===== src/rtl/fpu_dot_seq.sv =====
// Dot-product sequencer driving a shared single-precision fpu: MUL then ADD per element.
// Define FPU_DOT_SQDIFF_EN to accumulate sum((x-y)^2) via an extra SUB step per element.
module fpu_dot_seq #(
  parameter int FPU_LATENCY = 1,
  parameter int CNT_W       = 16
) (
  input  logic             clk,
  input  logic             rst,
  input  logic             in_valid,
  output logic             in_ready,
  input  logic [31:0]      in_x,
  input  logic [31:0]      in_y,
  input  logic             in_last,
  output logic [31:0]      fpu_a,
  output logic [31:0]      fpu_b,
  output logic [1:0]       fpu_opcode,
  input  logic [31:0]      fpu_o,
  output logic             out_valid,
  input  logic             out_ready,
  output logic [31:0]      out_sum,
  output logic [CNT_W-1:0] out_count,
  output logic             busy
);

  localparam int WCNT_W = (FPU_LATENCY < 1) ? 1 : $clog2(FPU_LATENCY + 1);

  localparam logic [1:0] OP_ADD = 2'b00;
  localparam logic [1:0] OP_SUB = 2'b01;
  localparam logic [1:0] OP_MUL = 2'b11;

  typedef enum logic [2:0] {
    ACCEPT,
    MUL_WAIT,
    ADD_WAIT,
`ifdef FPU_DOT_SQDIFF_EN
    SUB_WAIT,
`endif
    DONE
  } state_t;

  state_t             state_q, state_d;
  logic [WCNT_W-1:0]  wcnt_q, wcnt_d;
  logic [31:0]        acc_q, acc_d;
  logic [CNT_W-1:0]   count_q, count_d;
  logic               last_q, last_d;
  logic [31:0]        fpu_a_q, fpu_a_d;
  logic [31:0]        fpu_b_q, fpu_b_d;
  logic [1:0]         op_q, op_d;
  logic [31:0]        out_sum_q, out_sum_d;
  logic [CNT_W-1:0]   out_count_q, out_count_d;
  logic               out_valid_q, out_valid_d;
  logic               in_ready_q, in_ready_d;
  logic               busy_q, busy_d;
  logic               wait_done;

  // The fpu result is trusted once operands have been held for FPU_LATENCY cycles.
  assign wait_done = (wcnt_q == WCNT_W'(FPU_LATENCY));

  always_comb begin
    state_d     = state_q;
    wcnt_d      = wcnt_q;
    acc_d       = acc_q;
    count_d     = count_q;
    last_d      = last_q;
    fpu_a_d     = fpu_a_q;
    fpu_b_d     = fpu_b_q;
    op_d        = op_q;
    out_sum_d   = out_sum_q;
    out_count_d = out_count_q;
    out_valid_d = out_valid_q;
    unique case (state_q)
      ACCEPT: begin
        if (in_valid && in_ready_q) begin
          last_d  = in_last;
          fpu_a_d = in_x;
          fpu_b_d = in_y;
          wcnt_d  = '0;
          if (count_q != '1) count_d = count_q + CNT_W'(1);
`ifdef FPU_DOT_SQDIFF_EN
          op_d    = OP_SUB;
          state_d = SUB_WAIT;
`else
          op_d    = OP_MUL;
          state_d = MUL_WAIT;
`endif
        end
      end
`ifdef FPU_DOT_SQDIFF_EN
      SUB_WAIT: begin
        if (wait_done) begin
          fpu_a_d = fpu_o;
          fpu_b_d = fpu_o;
          op_d    = OP_MUL;
          wcnt_d  = '0;
          state_d = MUL_WAIT;
        end else begin
          wcnt_d = wcnt_q + WCNT_W'(1);
        end
      end
`endif
      MUL_WAIT: begin
        if (wait_done) begin
          fpu_a_d = acc_q;
          fpu_b_d = fpu_o;
          op_d    = OP_ADD;
          wcnt_d  = '0;
          state_d = ADD_WAIT;
        end else begin
          wcnt_d = wcnt_q + WCNT_W'(1);
        end
      end
      ADD_WAIT: begin
        if (wait_done) begin
          acc_d  = fpu_o;
          wcnt_d = '0;
          if (last_q) begin
            out_sum_d   = fpu_o;
            out_count_d = count_q;
            out_valid_d = 1'b1;
            state_d     = DONE;
          end else begin
            state_d = ACCEPT;
          end
        end else begin
          wcnt_d = wcnt_q + WCNT_W'(1);
        end
      end
      DONE: begin
        if (out_ready) begin
          out_valid_d = 1'b0;
          acc_d       = '0;
          count_d     = '0;
          state_d     = ACCEPT;
        end
      end
      default: state_d = ACCEPT;
    endcase
    in_ready_d = (state_d == ACCEPT);
    busy_d     = !((state_d == ACCEPT) && (acc_d == '0) && (count_d == '0));
  end

  always_ff @(posedge clk) begin
    if (rst) begin
      state_q     <= ACCEPT;
      wcnt_q      <= '0;
      acc_q       <= '0;
      count_q     <= '0;
      last_q      <= 1'b0;
      fpu_a_q     <= '0;
      fpu_b_q     <= '0;
      op_q        <= OP_ADD;
      out_sum_q   <= '0;
      out_count_q <= '0;
      out_valid_q <= 1'b0;
      in_ready_q  <= 1'b0;
      busy_q      <= 1'b0;
    end else begin
      state_q     <= state_d;
      wcnt_q      <= wcnt_d;
      acc_q       <= acc_d;
      count_q     <= count_d;
      last_q      <= last_d;
      fpu_a_q     <= fpu_a_d;
      fpu_b_q     <= fpu_b_d;
      op_q        <= op_d;
      out_sum_q   <= out_sum_d;
      out_count_q <= out_count_d;
      out_valid_q <= out_valid_d;
      in_ready_q  <= in_ready_d;
      busy_q      <= busy_d;
    end
  end

  assign in_ready   = in_ready_q;
  assign fpu_a      = fpu_a_q;
  assign fpu_b      = fpu_b_q;
  assign fpu_opcode = op_q;
  assign out_valid  = out_valid_q;
  assign out_sum    = out_sum_q;
  assign out_count  = out_count_q;
  assign busy       = busy_q;

endmodule


===== config.mk =====
export PLATFORM = sky130hd
export DESIGN_NAME = fpu_dot_seq
export DESIGN_NICKNAME = d
export VERILOG_FILES = /design/src/rtl/fpu_dot_seq.sv
export SDC_FILE = /design/constraint.sdc
export NUM_CORES = 1
export LEC_CHECK = 0
export CAP_MARGIN = 20
export CELL_PAD_IN_SITES_DETAIL_PLACEMENT = 1
export CELL_PAD_IN_SITES_GLOBAL_PLACEMENT = 1
export CORE_UTILIZATION = 37
export DETAILED_ROUTE_END_ITERATION = 10
export GPL_ROUTABILITY_DRIVEN = 1
export HOLD_SLACK_MARGIN = 0.08
export PLACE_DENSITY_LB_ADDON = 0.1
export SLEW_MARGIN = 10
export SYNTH_ARGS = -nofsm -noshare
export SYNTH_HDL_FRONTEND = slang
export SYNTH_SLANG_ARGS = --single-unit

===== constraint.sdc =====
create_clock -name clk -period 4.1 [get_ports clk]
set_clock_uncertainty 0.15 [all_clocks]
set_input_delay 0.82 -clock clk [delete_from_list [all_inputs] [get_ports clk]]
set_output_delay 0.82 -clock clk [all_outputs]
set_load 0.01 [all_outputs]

==> run_1/cell_classes.png <==
Drawn at 3 px/um.
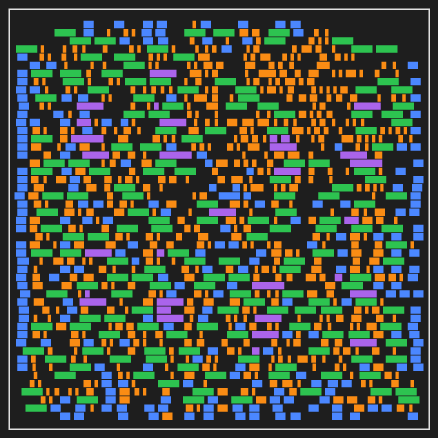
Key: flip-flops = green [cells 169]; clock drivers and dummy loads = purple [cells 31]; other buffers and delay cells = blue [cells 226]; all other logic = orange [cells 572]
share of the core filled with cells: 54.3%
Core Area: 0.0183 mm2
fin area: 0.00993 mm2
sequential fraction of total cell area: 34.1%

==> run_1/port_nets.png <==
Drawn at 2 px/um.
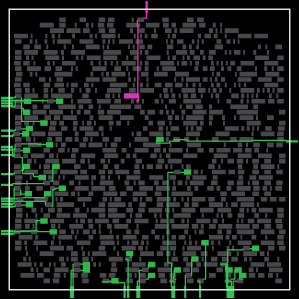
Key: `in_y` = green [bits 32, direction input, end cells 32, wire 595 um]; `out_valid` = magenta [bits 1, direction output, end cells 1, wire 46.8 um]
number of port buffers: 217
I/O pin count: 218

==> run_1/density.png <==
Drawn at 3 px/um. 14 x 14 tiles, from dark blue (low) to red (high), 0 to 100% covered.
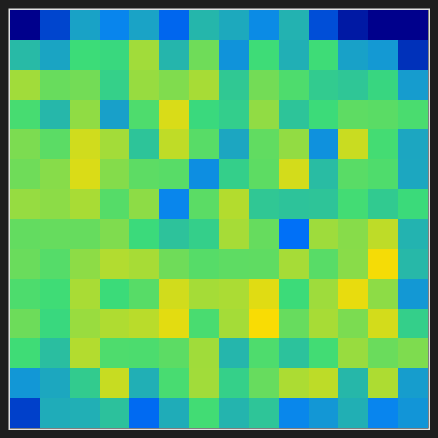
1.5% of the tiles are nearly empty. The fullest tile reaches 74%. The emptiest ninth of the die: north-east. The mean over all tiles is 50%.
FP Util: 38.3%

==> run_summary.xml, run 1 <==
<?xml version="1.0" encoding="UTF-8"?>
<metrics>
  <group name="status">
    <metric name="run_status" unit="">finished, final reports clean</metric>
  </group>
  <group name="worst_setup_path">
    <metric name="endpoint" unit="">busy$_SDFF_PP0_</metric>
    <metric name="start_kind" unit="">primary input</metric>
    <metric name="worst-setup-path-type" unit="">in2reg</metric>
    <metric name="critPathCaptureType" unit="">flip-flop</metric>
    <metric name="timing.rr.end" unit="">busy$_SDFF_PP0_</metric>
    <metric name="r2r.worst_path.cells" unit="">8</metric>
    <metric name="worstPathCellList" unit="">clkdlybuf4s50_1 -&gt; nand2_1 -&gt; or4_1 -&gt; nor2_1 -&gt; mux2_1 -&gt; a21oi_1 -&gt; and4_4 -&gt; a41oi_2</metric>
    <metric name="reg2reg_setup_slack" unit="ns">1.23</metric>
    <metric name="critical_path.max_fanout" unit="">6</metric>
    <metric name="critPathLaunch" unit="">in_valid</metric>
    <metric name="buffering_stage_count_on_the_worst_path_with_inverters_included" unit="">1</metric>
    <metric name="cp_top_family" unit="">simple AND/OR/NAND/NOR gates</metric>
    <metric name="cp.depth" unit="">8</metric>
    <metric name="arrival_time_of_data_at_the_critical_path_endpoint" unit="ns">3.06</metric>
  </group>
  <group name="layout">
    <metric name="logic_area" unit="mm2">0.00336</metric>
    <metric name="final-nonclk-buf-share" unit="%">22.7</metric>
    <metric name="final-instance-count-excl-fill" unit="">1228</metric>
    <metric name="dominant-cell-class" unit="">sequential cells</metric>
    <metric name="clock_cell_area_share" unit="%">6.40</metric>
    <metric name="sh_comb_area" unit="%">33.8</metric>
    <metric name="n_clock_buffer" unit="">20</metric>
    <metric name="nonClockInverterCount" unit="">2</metric>
    <metric name="layout_top_cells" unit="">clkdlybuf4s50_1, dfxtp_1, nor2_1</metric>
    <metric name="nFillCells" unit="">2095</metric>
    <metric name="count_of_multi_input_combinational_gates" unit="">570</metric>
    <metric name="final_layout_size_suffix_gt1_share" unit="%">6.21</metric>
    <metric name="layout_top_cell_excl_fill_tap" unit="">clkdlybuf4s50_1</metric>
    <metric name="finish.net_count" unit="">1088</metric>
  </group>
  <group name="worst_hold_path">
    <metric name="worst_hold_startpoint" unit="">out_sum[17]$_SDFFE_PP0P_</metric>
    <metric name="min_path_cells" unit="">2</metric>
    <metric name="holdCritPathClass" unit="">reg2reg</metric>
  </group>
  <group name="placement">
    <metric name="place_congestion" unit="">0.816</metric>
    <metric name="dpl_cell_area" unit="mm2">0.00929</metric>
    <metric name="post-dp-hpwl" unit="mm">16.3</metric>
    <metric name="placed_cells_incl_taps" unit="">1196</metric>
  </group>
  <group name="route">
    <metric name="drt_first_pass_iters" unit="">4</metric>
    <metric name="met3_wl_post_dr" unit="mm">1.63</metric>
    <metric name="met2_wirelength" unit="mm">10.7</metric>
    <metric name="highest-signal-layer" unit="">met5</metric>
    <metric name="wirelength" unit="mm">23.6</metric>
    <metric name="vias_per_cell" unit="">5.35</metric>
    <metric name="wl_per_cell" unit="um">19.3</metric>
    <metric name="route.antenna.remaining_nets" unit="">0</metric>
    <metric name="first_drt_iteration_drcs" unit="">390</metric>
    <metric name="number_of_drc_violations_after_detailed_routing" unit="">0</metric>
    <metric name="via_count" unit="">6570</metric>
  </group>
  <group name="logic_synthesis">
    <metric name="syn-cell-area" unit="mm2">0.00699</metric>
    <metric name="topCombFamilyByArea" unit="">simple AND/OR/NAND/NOR gates</metric>
    <metric name="yosys.cell_types.count" unit="">51</metric>
    <metric name="synth.cellmix.xorXnorShare" unit="%">0.250</metric>
    <metric name="simple_gate_area_share" unit="%">19.9</metric>
    <metric name="postSynthRegisterBits" unit="">169</metric>
    <metric name="adder_and_majority_cell_fraction_of_the_synthesized_area" unit="%">0.179</metric>
    <metric name="synth-cells-yosys" unit="">806</metric>
    <metric name="asyncSetResetFlopFracSynth" unit="%">0</metric>
    <metric name="yosysSeqAreaShare" unit="%">48.4</metric>
    <metric name="synth-main-ff-cell" unit="">dfxtp_1</metric>
    <metric name="ys.warnings.count" unit="">0</metric>
    <metric name="common_cells" unit="">dfxtp_1, nor2_1, nand2_1</metric>
    <metric name="netlist_instances" unit="">806</metric>
    <metric name="yosysChipArea" unit="mm2">0.00699</metric>
    <metric name="yosys.area.top_type" unit="">dfxtp_1</metric>
    <metric name="post-synth-top-area-fraction" unit="%">48.4</metric>
    <metric name="synth.area.top_cells" unit="">dfxtp_1, mux2i_1, a211oi_1, nor2_1, nand2_1</metric>
    <metric name="syn-mean-instance-area" unit="um2">8.68</metric>
    <metric name="top_cell" unit="">dfxtp_1</metric>
  </group>
  <group name="clock_tree">
    <metric name="total_number_of_h_tree_levels" unit="">4</metric>
    <metric name="cts_max_path_buffers" unit="">2</metric>
    <metric name="clk_pin_slew_worst_paths" unit="ns">0.07</metric>
    <metric name="clock_tree_from_tritoncts" unit="">built</metric>
    <metric name="cts.repair_timing.setup_buffer_count" unit="">0</metric>
    <metric name="cts-root-buf" unit="">clkbuf_16</metric>
    <metric name="numCtsBuffers" unit="">17</metric>
    <metric name="worst_skew_pair.late_latency" unit="ns">0.43</metric>
    <metric name="cts_hold_buffers" unit="">0</metric>
  </group>
  <group name="power">
    <metric name="power-top-group" unit="">clock</metric>
    <metric name="comb_power" unit="mW">0.378</metric>
    <metric name="power.clock.total" unit="mW">1.74</metric>
    <metric name="power.density" unit="mW/mm2">385</metric>
    <metric name="part_of_the_total_power_dissipated_in_sequential_elements" unit="%">44.6</metric>
    <metric name="switching_power" unit="mW">0.874</metric>
    <metric name="clockPowerShare" unit="%">45.5</metric>
    <metric name="total_power" unit="mW">3.82</metric>
    <metric name="sw_frac_of_total" unit="%">22.8</metric>
    <metric name="total_leakage_power" unit="nW">3.22</metric>
    <metric name="cellInternalPower" unit="mW">2.95</metric>
  </group>
  <group name="grt">
    <metric name="gr_overflow_total" unit="">0</metric>
    <metric name="globalRouteTotalUtil" unit="%">25.0</metric>
    <metric name="grt_start_max_net_pins" unit="">103</metric>
    <metric name="grt_antenna_before_repair" unit="">2</metric>
    <metric name="first_pass_grt_wire_length" unit="mm">37.3</metric>
    <metric name="grtUsageMet3" unit="%">7.19</metric>
    <metric name="grt_util_met1" unit="%">32.8</metric>
  </group>
  <group name="timing">
    <metric name="finalCritPeriodShare" unit="%">71.8</metric>
    <metric name="finalSetupViolCount" unit="">0</metric>
    <metric name="fmax" unit="MHz">340</metric>
    <metric name="grt_setup_unrepaired" unit="">false</metric>
    <metric name="report.final.slew_viol_count" unit="">0</metric>
    <metric name="setup_tns" unit="ns">0</metric>
    <metric name="finalWorstSetupSlack" unit="ns">1.16</metric>
    <metric name="timing.hold.ws" unit="ns">0.302</metric>
    <metric name="period_minus_ws_final" unit="ns">2.94</metric>
  </group>
  <group name="floorplanning">
    <metric name="floorplan.die_area" unit="mm2">0.0195</metric>
    <metric name="die_h" unit="um">139</metric>
    <metric name="rows" unit="">49</metric>
    <metric name="floorplan.tapcells" unit="">229</metric>
  </group>
  <group name="run">
    <metric name="max-cap-violations" unit="">0</metric>
  </group>
</metrics>
==> run_1/final_placement.png <==
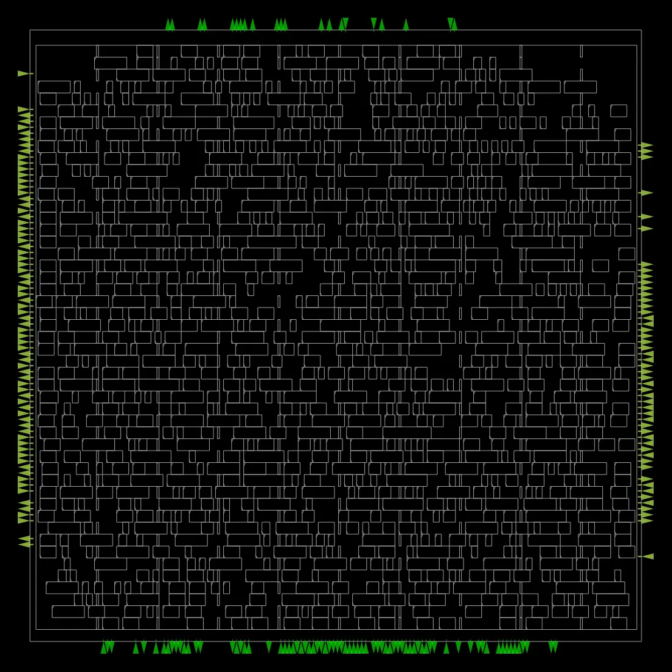

## Run 2: what changed since run 1
CORE_UTILIZATION = 31   (was 37)
clock period = 2.5 ns   (was 4.1 ns; I/O delays follow)
==> run_2/final_placement.png <==
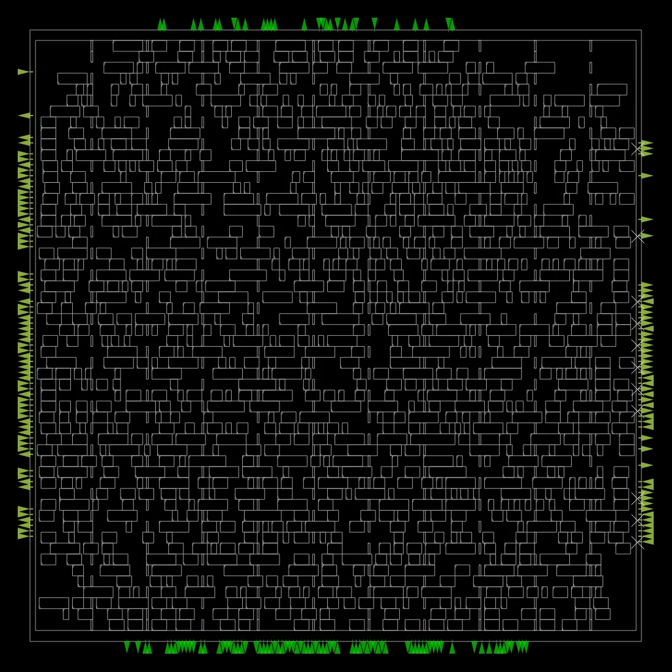
count of flip-flops and latches: 169
sequential fraction of total cell area: 31.3%
non-filler instance count after layout: 1,373
count of inserted tapcells: 280
share of the core filled with cells: 49.3%

==> run_2/density.png <==
Drawn at 2 px/um. 15 x 15 tiles, from dark blue (low) to red (high), 0 to 100% covered.
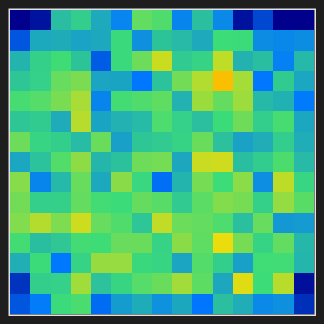
FP Util: 31.9%
Core Area: 0.0220 mm2

==> run_2/port_nets.png <==
Drawn at 2 px/um.
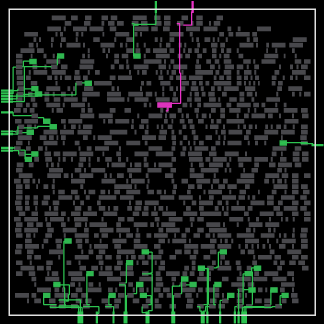

==> run 2 against run 1 <==
  * The run now ends with DRC left
  * Sequential share of layout area fell by 2.8 points
  * Combinational power rose by 89%
  * Cell count rose by 12%
  * Design area increased by 9.0%
  * Sequential cell count did not move
  * Utilization down 5.1 points
  * Area after synthesis is the same
  * Count of clock-buffer cells in the layout up 2
  * Clock power is 53% higher
  * Via count grew 5.1%
==> run_summary.xml, run 2 <==
<?xml version="1.0" encoding="UTF-8"?>
<metrics>
  <group name="worst_setup_path">
    <metric name="cp.depth" unit="">9</metric>
    <metric name="critical_path.max_fanout" unit="">5</metric>
    <metric name="cp_top_family" unit="">simple AND/OR/NAND/NOR gates</metric>
    <metric name="r2r_start" unit="">state_q[2]$_SDFF_PP0_</metric>
    <metric name="arrival_time_of_data_at_the_critical_path_endpoint" unit="ns">2.66</metric>
    <metric name="timing.rr.end" unit="">busy$_SDFF_PP0_</metric>
    <metric name="r2r.worst_path.cells" unit="">8</metric>
    <metric name="endpoint" unit="">busy$_SDFF_PP0_</metric>
    <metric name="worst-setup-path-type" unit="">in2reg</metric>
    <metric name="buffering_stage_count_on_the_worst_path_with_inverters_included" unit="">2</metric>
    <metric name="reg2reg_setup_slack" unit="ns">0.04</metric>
    <metric name="critPathCaptureType" unit="">flip-flop</metric>
    <metric name="critPathLaunch" unit="">in_valid</metric>
    <metric name="start_kind" unit="">primary input</metric>
    <metric name="cp_data_required_time" unit="ns">2.69</metric>
    <metric name="worstPathCellList" unit="">clkdlybuf4s50_1 -&gt; nand2_1 -&gt; or4_4 -&gt; buf_4 -&gt; or3_1 -&gt; o21ai_2 -&gt; a21oi_2 -&gt; and4_4 -&gt; a41oi_2</metric>
  </group>
  <group name="timing">
    <metric name="report.final.slew_viol_count" unit="">0</metric>
    <metric name="fmax" unit="MHz">405</metric>
    <metric name="finalCritPeriodShare" unit="%">98.7</metric>
    <metric name="timing.hold.ws" unit="ns">0.304</metric>
    <metric name="grt_setup_unrepaired" unit="">true</metric>
    <metric name="period_minus_ws_final" unit="ns">2.47</metric>
    <metric name="setup_tns" unit="ns">0</metric>
    <metric name="finalWorstSetupSlack" unit="ns">0.0319</metric>
    <metric name="finalSetupViolCount" unit="">0</metric>
  </group>
  <group name="clock_tree">
    <metric name="cts-root-buf" unit="">clkbuf_16</metric>
    <metric name="cts.repair_timing.setup_buffer_count" unit="">1</metric>
    <metric name="cts_hold_buffers" unit="">0</metric>
    <metric name="numClockSinks" unit="">169</metric>
    <metric name="cts-resized-gates" unit="">4</metric>
    <metric name="numCtsBuffers" unit="">17</metric>
    <metric name="clock_tree_from_tritoncts" unit="">built</metric>
    <metric name="worst_skew_pair.late_latency" unit="ns">0.42</metric>
    <metric name="total_number_of_h_tree_levels" unit="">4</metric>
    <metric name="cts_max_path_buffers" unit="">2</metric>
    <metric name="clk_pin_slew_worst_paths" unit="ns">0.07</metric>
  </group>
  <group name="run">
    <metric name="max-cap-violations" unit="">0</metric>
    <metric name="openroad.warnings" unit="">27</metric>
  </group>
  <group name="layout">
    <metric name="nFillCells" unit="">2545</metric>
    <metric name="final-nonclk-buf-share" unit="%">28.3</metric>
    <metric name="antenna_cells" unit="">0</metric>
    <metric name="sh_comb_area" unit="%">31.6</metric>
    <metric name="finish.net_count" unit="">1182</metric>
    <metric name="layout_top_cell_excl_fill_tap" unit="">clkdlybuf4s50_1</metric>
    <metric name="nonClockInverterCount" unit="">2</metric>
    <metric name="count_of_multi_input_combinational_gates" unit="">570</metric>
    <metric name="final_cell_area" unit="mm2">0.0108</metric>
    <metric name="n_clock_buffer" unit="">22</metric>
    <metric name="dominant-cell-class" unit="">logic gates</metric>
    <metric name="clock_cell_area_share" unit="%">5.45</metric>
    <metric name="layout_top_cells" unit="">clkdlybuf4s50_1, dfxtp_1, nor2_1</metric>
    <metric name="final_layout_size_suffix_gt1_share" unit="%">15.3</metric>
    <metric name="logic_area" unit="mm2">0.00342</metric>
    <metric name="layout.non_clock_buffers" unit="">320</metric>
  </group>
  <group name="logic_synthesis">
    <metric name="asyncSetResetFlopFracSynth" unit="%">0</metric>
    <metric name="synth.cellmix.xorXnorShare" unit="%">0.250</metric>
    <metric name="netlist_instances" unit="">806</metric>
    <metric name="yosysSeqAreaShare" unit="%">48.4</metric>
    <metric name="synth-main-ff-cell" unit="">dfxtp_1</metric>
    <metric name="ys_sh_aoi" unit="%">16.5</metric>
    <metric name="simple_gate_area_share" unit="%">19.9</metric>
    <metric name="yosys.area.top_type" unit="">dfxtp_1</metric>
    <metric name="adder_and_majority_cell_fraction_of_the_synthesized_area" unit="%">0.179</metric>
    <metric name="syn-cell-area" unit="mm2">0.00699</metric>
    <metric name="post-synth-top-area-fraction" unit="%">48.4</metric>
    <metric name="synthesis.nets" unit="">908</metric>
    <metric name="syn-mean-instance-area" unit="um2">8.68</metric>
    <metric name="synth-cells-yosys" unit="">806</metric>
    <metric name="yosys.cell_types.count" unit="">51</metric>
    <metric name="ys.warnings.count" unit="">0</metric>
    <metric name="postSynthRegisterBits" unit="">169</metric>
    <metric name="topCombFamilyByArea" unit="">simple AND/OR/NAND/NOR gates</metric>
    <metric name="common_cells" unit="">dfxtp_1, nor2_1, nand2_1</metric>
    <metric name="yosysChipArea" unit="mm2">0.00699</metric>
    <metric name="synth.area.top_cells" unit="">dfxtp_1, mux2i_1, a211oi_1, nor2_1, nand2_1</metric>
    <metric name="top_cell" unit="">dfxtp_1</metric>
  </group>
  <group name="grt">
    <metric name="busiest_layer" unit="">met2</metric>
    <metric name="gr_overflow_total" unit="">0</metric>
    <metric name="grt_util_met1" unit="%">28.8</metric>
    <metric name="first_pass_grt_wire_length" unit="mm">40.6</metric>
    <metric name="globalRouteTotalUtil" unit="%">22.6</metric>
    <metric name="grt_antenna_before_repair" unit="">0</metric>
    <metric name="grt_start_max_net_pins" unit="">61</metric>
    <metric name="grtUsageMet3" unit="%">5.43</metric>
  </group>
  <group name="worst_hold_path">
    <metric name="holdCritPathClass" unit="">reg2reg</metric>
    <metric name="min_path_cells" unit="">2</metric>
    <metric name="worst_hold_startpoint" unit="">out_count[8]$_SDFFE_PP0P_</metric>
  </group>
  <group name="power">
    <metric name="sw_frac_of_total" unit="%">24.6</metric>
    <metric name="total_leakage_power" unit="nW">3.74</metric>
    <metric name="part_of_the_total_power_dissipated_in_sequential_elements" unit="%">45.2</metric>
    <metric name="power.density" unit="mW/mm2">571</metric>
    <metric name="power.clock.total" unit="mW">2.67</metric>
    <metric name="comb_power" unit="mW">0.713</metric>
    <metric name="power-top-group" unit="">sequential cells</metric>
    <metric name="total_power" unit="mW">6.18</metric>
    <metric name="cellInternalPower" unit="mW">4.66</metric>
    <metric name="clockPowerShare" unit="%">43.3</metric>
    <metric name="switching_power" unit="mW">1.52</metric>
    <metric name="logic_pwr_share" unit="%">11.5</metric>
  </group>
  <group name="route">
    <metric name="via_count" unit="">6906</metric>
    <metric name="route.antenna.remaining_nets" unit="">0</metric>
    <metric name="met2_wirelength" unit="mm">12.4</metric>
    <metric name="first_drt_iteration_drcs" unit="">279</metric>
    <metric name="met3_wl_post_dr" unit="mm">1.39</metric>
    <metric name="drt_first_pass_iters" unit="">8</metric>
    <metric name="number_of_drc_violations_after_detailed_routing" unit="">11</metric>
    <metric name="wl_per_cell" unit="um">18.9</metric>
    <metric name="highest-signal-layer" unit="">met4</metric>
    <metric name="vias_per_cell" unit="">5.03</metric>
    <metric name="wirelength" unit="mm">26.0</metric>
  </group>
  <group name="placement">
    <metric name="place_congestion" unit="">0.833</metric>
    <metric name="post-dp-hpwl" unit="mm">18.9</metric>
    <metric name="dpl_cell_area" unit="mm2">0.0101</metric>
    <metric name="placed_cells_incl_taps" unit="">1334</metric>
    <metric name="buffer_ports.inserted" unit="">217</metric>
  </group>
  <group name="floorplanning">
    <metric name="die_h" unit="um">152</metric>
    <metric name="i_o_pin_count" unit="">218</metric>
    <metric name="rows" unit="">54</metric>
    <metric name="floorplan.die_area" unit="mm2">0.0232</metric>
    <metric name="die.size.x" unit="um">152</metric>
  </group>
  <group name="status">
    <metric name="violations" unit="">DRC</metric>
    <metric name="run_status" unit="">complete, but fails checks</metric>
  </group>
</metrics>
No activity file was given, so power comes from the tool's default toggle rates.
